<file path="config.mk">
export PLATFORM = sky130hd
export DESIGN_NAME = lidar_frame_rx
export DESIGN_NICKNAME = d
export VERILOG_FILES = /design/src/rtl/lidar_frame_rx_pkg.sv /design/src/rtl/lidar_frame_rx_uart_byte_rx.sv /design/src/rtl/lidar_frame_rx.sv
export SDC_FILE = /design/constraint.sdc
export NUM_CORES = 1
export LEC_CHECK = 0
export CORE_ASPECT_RATIO = 0.7
export CORE_UTILIZATION = 47
export DETAILED_ROUTE_END_ITERATION = 6
export DONT_BUFFER_PORTS = 1
export GPL_TIMING_DRIVEN = 1
export MAX_ROUTING_LAYER = met4
export PLACE_DENSITY = 0.71
export SLEW_MARGIN = 5
export SYNTH_ARGS = -nofsm -noshare
export SYNTH_HDL_FRONTEND = slang
export SYNTH_SLANG_ARGS = --single-unit
</file>
<file path="constraint.sdc">
create_clock -name clock -period 4.82 [get_ports clock]
set_input_delay 0.723 -clock clock [delete_from_list [all_inputs] [get_ports clock]]
set_output_delay 0.723 -clock clock [all_outputs]
set_load 0.02 [all_outputs]
</file>
<file path="src/rtl/lidar_frame_rx_pkg.sv">
// Shared definitions for the LIDAR frame receiver and its matching transmitter:
// header bytes, payload length, FSM state encodings and a payload-packing helper.
package lidar_frame_rx_pkg;

    localparam logic [7:0] HDR0        = 8'h55;
    localparam logic [7:0] HDR1        = 8'hAA;
    localparam int unsigned PAYLOAD_LEN = 6;
    localparam logic [2:0] LAST_IDX    = 3'(PAYLOAD_LEN - 1);

    typedef enum logic [1:0] {
        HUNT_H0 = 2'd0,
        HUNT_H1 = 2'd1,
        PAYLOAD = 2'd2,
        DONE    = 2'd3
    } frame_state_e;

    typedef enum logic [1:0] {
        RX_IDLE  = 2'd0,
        RX_START = 2'd1,
        RX_DATA  = 2'd2,
        RX_STOP  = 2'd3
    } rx_state_e;

    // Place payload byte idx into the 48-bit shadow; byte 0 lands in [47:40].
    function automatic logic [47:0] put_byte(input logic [47:0] shadow,
                                             input logic [2:0]  idx,
                                             input logic [7:0]  b);
        logic [47:0] r;
        r = shadow;
        case (idx)
            3'd0:    r[47:40] = b;
            3'd1:    r[39:32] = b;
            3'd2:    r[31:24] = b;
            3'd3:    r[23:16] = b;
            3'd4:    r[15:8]  = b;
            3'd5:    r[7:0]   = b;
            default: r        = shadow;
        endcase
        return r;
    endfunction

endpackage

</file>
<file path="src/rtl/lidar_frame_rx_uart_byte_rx.sv">
// uart_byte_rx: 8N1 UART byte receiver with 2-flop input synchronizer.
// Ports:
//   clock        - system clock
//   reset        - asynchronous active-low reset
//   rxd          - asynchronous serial line, idle high, LSB first
//   byte_o       - last received byte (stable from byte_done_o until next byte's data)
//   byte_done_o  - one-cycle pulse after the stop bit has been sampled
//   byte_err_o   - valid with byte_done_o; high when the stop bit was 0
module uart_byte_rx
    import lidar_frame_rx_pkg::*;
#(
    parameter int unsigned CLKS_PER_BIT = 16
) (
    input  logic       clock,
    input  logic       reset,
    input  logic       rxd,
    output logic [7:0] byte_o,
    output logic       byte_done_o,
    output logic       byte_err_o
);

    localparam int unsigned CW      = $clog2(CLKS_PER_BIT);
    localparam logic [CW-1:0] HALF_M1 = CW'(CLKS_PER_BIT / 2 - 1);
    localparam logic [CW-1:0] FULL_M1 = CW'(CLKS_PER_BIT - 1);

    logic          sync1_q, sync2_q, prev_q;
    rx_state_e     st_q, st_d;
    logic [CW-1:0] cnt_q, cnt_d;
    logic [2:0]    bit_q, bit_d;
    logic [7:0]    shift_q, shift_d;
    logic          done_q, done_d;
    logic          err_q, err_d;

    // Input synchronizer plus one history flop for falling-edge detection.
    always_ff @(posedge clock or negedge reset) begin
        if (!reset) begin
            sync1_q <= 1'b1;
            sync2_q <= 1'b1;
            prev_q  <= 1'b1;
        end else begin
            sync1_q <= rxd;
            sync2_q <= sync1_q;
            prev_q  <= sync2_q;
        end
    end

    // Bit-timing state, counters, shifter and registered outputs.
    always_ff @(posedge clock or negedge reset) begin
        if (!reset) begin
            st_q    <= RX_IDLE;
            cnt_q   <= {CW{1'b0}};
            bit_q   <= 3'd0;
            shift_q <= 8'h00;
            done_q  <= 1'b0;
            err_q   <= 1'b0;
        end else begin
            st_q    <= st_d;
            cnt_q   <= cnt_d;
            bit_q   <= bit_d;
            shift_q <= shift_d;
            done_q  <= done_d;
            err_q   <= err_d;
        end
    end

    // Next-state logic: start edge, mid-start check, 8 data samples, stop sample.
    always_comb begin
        st_d    = st_q;
        cnt_d   = cnt_q;
        bit_d   = bit_q;
        shift_d = shift_q;
        done_d  = 1'b0;
        err_d   = 1'b0;
        case (st_q)
            RX_IDLE: begin
                if (prev_q && !sync2_q) begin
                    st_d  = RX_START;
                    cnt_d = {CW{1'b0}};
                end else begin
                    st_d  = RX_IDLE;
                end
            end
            RX_START: begin
                if (cnt_q == HALF_M1) begin
                    cnt_d = {CW{1'b0}};
                    bit_d = 3'd0;
                    // A line that is high again at mid-start was only a glitch.
                    if (sync2_q) begin
                        st_d = RX_IDLE;
                    end else begin
                        st_d = RX_DATA;
                    end
                end else begin
                    cnt_d = cnt_q + 1'b1;
                end
            end
            RX_DATA: begin
                if (cnt_q == FULL_M1) begin
                    cnt_d   = {CW{1'b0}};
                    shift_d = {sync2_q, shift_q[7:1]};
                    if (bit_q == 3'd7) begin
                        st_d = RX_STOP;
                    end else begin
                        bit_d = bit_q + 1'b1;
                    end
                end else begin
                    cnt_d = cnt_q + 1'b1;
                end
            end
            RX_STOP: begin
                if (cnt_q == FULL_M1) begin
                    cnt_d  = {CW{1'b0}};
                    done_d = 1'b1;
                    err_d  = !sync2_q;
                    st_d   = RX_IDLE;
                end else begin
                    cnt_d = cnt_q + 1'b1;
                end
            end
            default: begin
                st_d  = RX_IDLE;
                cnt_d = {CW{1'b0}};
            end
        endcase
    end

    assign byte_o      = shift_q;
    assign byte_done_o = done_q;
    assign byte_err_o  = err_q;

endmodule

</file>
<file path="src/rtl/lidar_frame_rx.sv">
// lidar_frame_rx: receives 55 AA <6 payload bytes> frames over UART.
// Ports:
//   clock       - system clock
//   reset       - asynchronous active-low reset
//   rxd         - asynchronous serial line, idle high, 8N1
//   data        - payload of the last good frame, byte 0 in [47:40]
//   frame_valid - one-cycle pulse when data has been updated
//   frame_error - one-cycle pulse when a frame was dropped (bad stop or timeout)
//   busy        - high whenever the frame FSM is outside HUNT_H0
module lidar_frame_rx
    import lidar_frame_rx_pkg::*;
#(
    parameter int unsigned CLKS_PER_BIT = 16,
    parameter int unsigned TIMEOUT_CLKS = 2048
) (
    input  logic        clock,
    input  logic        reset,
    input  logic        rxd,
    output logic [47:0] data,
    output logic        frame_valid,
    output logic        frame_error,
    output logic        busy
);

    localparam int unsigned TW      = $clog2(TIMEOUT_CLKS + 1);
    localparam logic [TW-1:0] TMO_LIM = TW'(TIMEOUT_CLKS);

    logic [7:0]   rx_byte_s;
    logic         rx_done_s, rx_err_s;
    frame_state_e state_q, state_d;
    logic [2:0]   idx_q, idx_d;
    logic [47:0]  shadow_q, shadow_d;
    logic [47:0]  data_q, data_d;
    logic         fv_q, fv_d, fe_q, fe_d, busy_q, busy_d;
    logic [TW-1:0] tmo_q, tmo_d;
    logic         expired_s;

    uart_byte_rx #(.CLKS_PER_BIT(CLKS_PER_BIT)) u_byte_rx (
        .clock       (clock),
        .reset       (reset),
        .rxd         (rxd),
        .byte_o      (rx_byte_s),
        .byte_done_o (rx_done_s),
        .byte_err_o  (rx_err_s)
    );

    // Frame FSM state, shadow payload, timeout counter and registered outputs.
    always_ff @(posedge clock or negedge reset) begin
        if (!reset) begin
            state_q  <= HUNT_H0;
            idx_q    <= 3'd0;
            shadow_q <= 48'h0;
            data_q   <= 48'h0;
            fv_q     <= 1'b0;
            fe_q     <= 1'b0;
            busy_q   <= 1'b0;
            tmo_q    <= {TW{1'b0}};
        end else begin
            state_q  <= state_d;
            idx_q    <= idx_d;
            shadow_q <= shadow_d;
            data_q   <= data_d;
            fv_q     <= fv_d;
            fe_q     <= fe_d;
            busy_q   <= busy_d;
            tmo_q    <= tmo_d;
        end
    end

    // tmo_q holds the number of cycles elapsed since the last byte_done.
    assign expired_s = (tmo_q == TMO_LIM);

    // Frame FSM next state. data/frame_valid are loaded on the edge that
    // enters DONE, so they are visible exactly during the DONE cycle.
    // A byte_done is always examined before the timeout, so the byte wins a tie.
    always_comb begin
        state_d  = state_q;
        idx_d    = idx_q;
        shadow_d = shadow_q;
        data_d   = data_q;
        fv_d     = 1'b0;
        fe_d     = 1'b0;
        tmo_d    = tmo_q + 1'b1;
        case (state_q)
            HUNT_H0: begin
                if (rx_done_s && !rx_err_s && (rx_byte_s == HDR0)) begin
                    state_d = HUNT_H1;
                end else begin
                    state_d = HUNT_H0;
                end
            end
            HUNT_H1: begin
                if (rx_done_s) begin
                    if (rx_err_s) begin
                        fe_d    = 1'b1;
                        state_d = HUNT_H0;
                    end else if (rx_byte_s == HDR1) begin
                        state_d = PAYLOAD;
                        idx_d   = 3'd0;
                    end else if (rx_byte_s == HDR0) begin
                        state_d = HUNT_H1;
                    end else begin
                        state_d = HUNT_H0;
                    end
                end else if (expired_s) begin
                    fe_d    = 1'b1;
                    state_d = HUNT_H0;
                end else begin
                    state_d = HUNT_H1;
                end
            end
            PAYLOAD: begin
                if (rx_done_s) begin
                    if (rx_err_s) begin
                        fe_d    = 1'b1;
                        state_d = HUNT_H0;
                    end else begin
                        shadow_d = put_byte(shadow_q, idx_q, rx_byte_s);
                        idx_d    = idx_q + 1'b1;
                        if (idx_q == LAST_IDX) begin
                            state_d = DONE;
                            data_d  = put_byte(shadow_q, idx_q, rx_byte_s);
                            fv_d    = 1'b1;
                        end else begin
                            state_d = PAYLOAD;
                        end
                    end
                end else if (expired_s) begin
                    fe_d    = 1'b1;
                    state_d = HUNT_H0;
                end else begin
                    state_d = PAYLOAD;
                end
            end
            DONE: begin
                state_d = HUNT_H0;
            end
            default: begin
                state_d = HUNT_H0;
            end
        endcase
        // The counter restarts at every byte and only runs while a frame is open.
        if ((state_d == HUNT_H1) || (state_d == PAYLOAD)) begin
            if (rx_done_s) begin
                tmo_d = {{(TW-1){1'b0}}, 1'b1};
            end else begin
                tmo_d = tmo_q + 1'b1;
            end
        end else begin
            tmo_d = {TW{1'b0}};
        end
        busy_d = (state_d != HUNT_H0);
    end

    assign data        = data_q;
    assign frame_valid = fv_q;
    assign frame_error = fe_q;
    assign busy        = busy_q;

endmodule

</file>
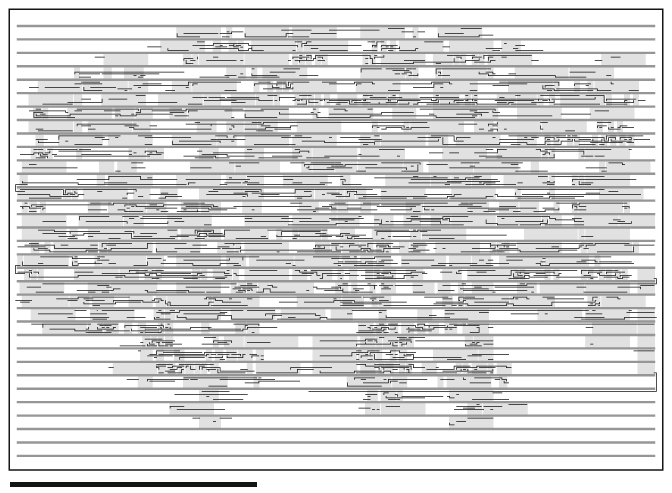
(met1 routing)
Bar = 50 um. Supply wires on this layer in gray. Cells faint in the background.
The longest straight run is 70.4 um. 480 nets have wire on it. The layer carries 5810 um of wire. The layer holds 50% of the routed length.
met1 usage: 0.3044
Post-Route WL: 11710 um
via count: 3547

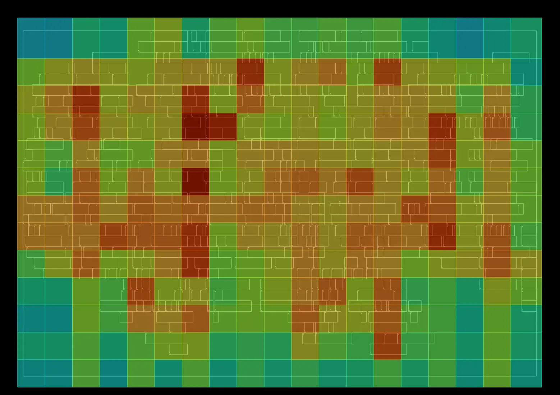
(track usage over the die)
met3 Use GR: 0.05854
gr usage total: 0.2160

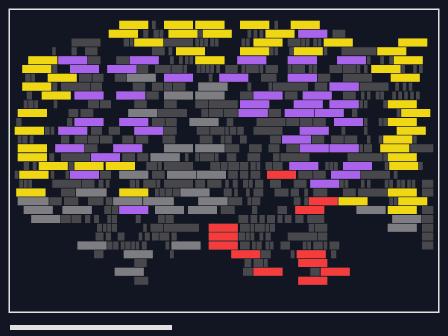
(sequential cells grouped by signal name)
Bar = 50 um. Other sequential cells in the stronger gray, the rest of the logic in the fainter gray.
`shadow_q`: shown in purple, placed flops 40. `data`: shown in yellow, placed flops 48. `tmo_q`: shown in red, placed flops 12.
Another 30 sequential cells are not colored.
register area: 0.003257 sq mm
post-layout util: 0.5664
Seq power: 1.18 mW
sequential cell area share: 0.5111

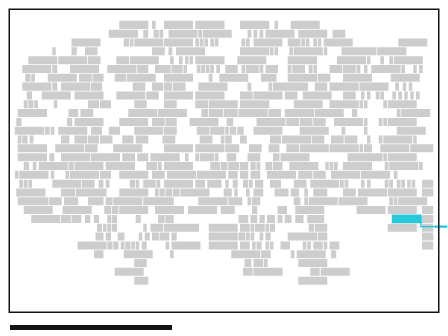
(nets reached from selected ports)
Bar = 50 um.
`busy`: shown in cyan, bits 1, direction output, edge east, end cells 1, wire 6.40 um.
tally of buffers added on design ports: 0
Top Ports: 54

==> notes.md <==
impl run done, here's what came out: post-synth cell types=48, routability cong.=0.8356, number of global-route vias before repair=3744, Reg2Reg Setup Slack=1940 ps, fmax=347.5 MHz, Pwr per Cell Area=423.1 mW/mm^2, DRT antenna net count=0, asr flop ratio synth=1.000, # Post-CTS Setup Buffers=0, Worst-path clk slew=60 ps, initial antenna violation count=0, post-detail-place hpwl=6997 um, worst path buffer plus inverter count=2, Avg Vias per Cell=5.382, Finished Layout Cells=659, Final Hold Viols=0, Slew headroom=0.2895, Yosys Instances=488, drt pass-1 iters=7, status=completed, max-cap viol count=0, Rows=32, Core Box Area=0.01125 sq mm, layout cells sized above 1=0.1996, DRT iter0 DRCs=191, Num CTS Buffers=17, Peak VDD IR=0.2550 mV, crit-path max FO=35, largest net degree at the start of global routing=65, main flop type=dfrtp_1, Period minus WS final=2877 ps, r2r startpoint=state_q[0], Initial Util=0.4941, Avg Cell Area, Syn=11.39 sq um, tool warnings=32, CP top delay family=simple AND/OR/NAND/NOR gates, R2R depth=10, clk sinks=130, die area=0.01227 sq mm, Fillers=908
worst max-delay path by stage:
stage | cells past startpoint | slack, ps | from | to
after global placement | 10 | 2110 | state_q[0] | tmo_q[11]
after floorplan | 11 | 2450 | state_q[0] | tmo_q[11]
after detailed placement | 10 | 1960 | state_q[0] | tmo_q[11]
final | 10 | 1940 | state_q[0] | tmo_q[11]
after CTS | 10 | 1940 | state_q[0] | tmo_q[11]
after global routing | 10 | 1650 | state_q[0] | tmo_q[11]
flip-flops by register name (all words and copies together) (netlist names), named ones only:
register,cells
data,48
shadow_q,40
tmo_q,12
u_byte_rx.byte_o,8
u_byte_rx.cnt_q,4
idx_q,3
u_byte_rx.bit_q,3
state_q,2
busy,1
frame_error,1
frame_valid,1
u_byte_rx.byte_done_o,1
u_byte_rx.byte_err_o,1
u_byte_rx.prev_q,1
u_byte_rx.st_q,1
u_byte_rx.sync1_q,1
u_byte_rx.sync2_q,1
cell type report:
class,instances,area (sq um),share of cell area
Multi-Input combinational cell,321,2137,0.3354
Sequential cell,130,3257,0.5111
Clock inverter,13,182.7,0.02867
Clock buffer,19,452.9,0.07108
Tap cell,153,191.4,0.03004
Inverter,14,53.80,0.008443
Timing Repair Buffer,9,97.59,0.01532
kinds of logic after synthesis:
family | after synthesis | synth area share
XOR/XNOR | 10 | 0.01576
AND/OR/NAND/NOR | 187 | 0.1580
buffers and inverters | 37 | 0.03061
flip-flops | 130 | 0.5859
multiplexers | 67 | 0.1321
adder cells (fa/ha/maj) | 14 | 0.03151
AND-OR/OR-AND | 43 | 0.04614
power by group:
part | switching [mW] | internal (mW)
registers | 0.0569 | 1.13
clock network | 0.476 | 0.892
logic | 0.0823 | 0.0628
cell usage after synthesis, types with 4 or more instances:
| cell type | count | area [sq um] |
|---|---|---|
| inv_1 | 13 | 48.80 |
| a21oi_1 | 4 | 20.02 |
| nand3_1 | 10 | 50.05 |
| mux2_2 | 51 | 574.3 |
| buf_2 | 9 | 45.04 |
| nand2_1 | 123 | 461.7 |
| clkbuf_1 | 10 | 37.54 |
| nor2_1 | 14 | 52.55 |
| and2_1 | 4 | 25.02 |
| mux2i_1 | 16 | 160.2 |
| dfrtp_1 | 127 | 3178 |
| xor2_1 | 8 | 70.07 |
| ha_1 | 14 | 175.2 |
| and3_1 | 5 | 31.28 |
| nand2_2 | 5 | 31.28 |
| a22o_1 | 4 | 35.03 |
| o21ai_0 | 23 | 115.1 |
per-stage QoR:
stage	cell area [sq um]	worst slack [ps]	power (mW)
4_1_cts	6372	1937	2.723
3_5_place_dp	5647	1956	1.319
2_1_floorplan	5559	2446	1.287
5_1_grt	6372	1648	2.799
6_report	6372	1943	2.696
3_3_place_gp	5647	2107	1.302
per-layer routing:
metal  up-vias  global-route usage  wire, um
li1       1654                   -         -
met4         0             0.06686        82
met3        11             0.05854       717
met1      1801              0.3044      5808
met2        81              0.3038      5098
met5         -                   -         0
Power is estimated from default activity; no workload was simulated.
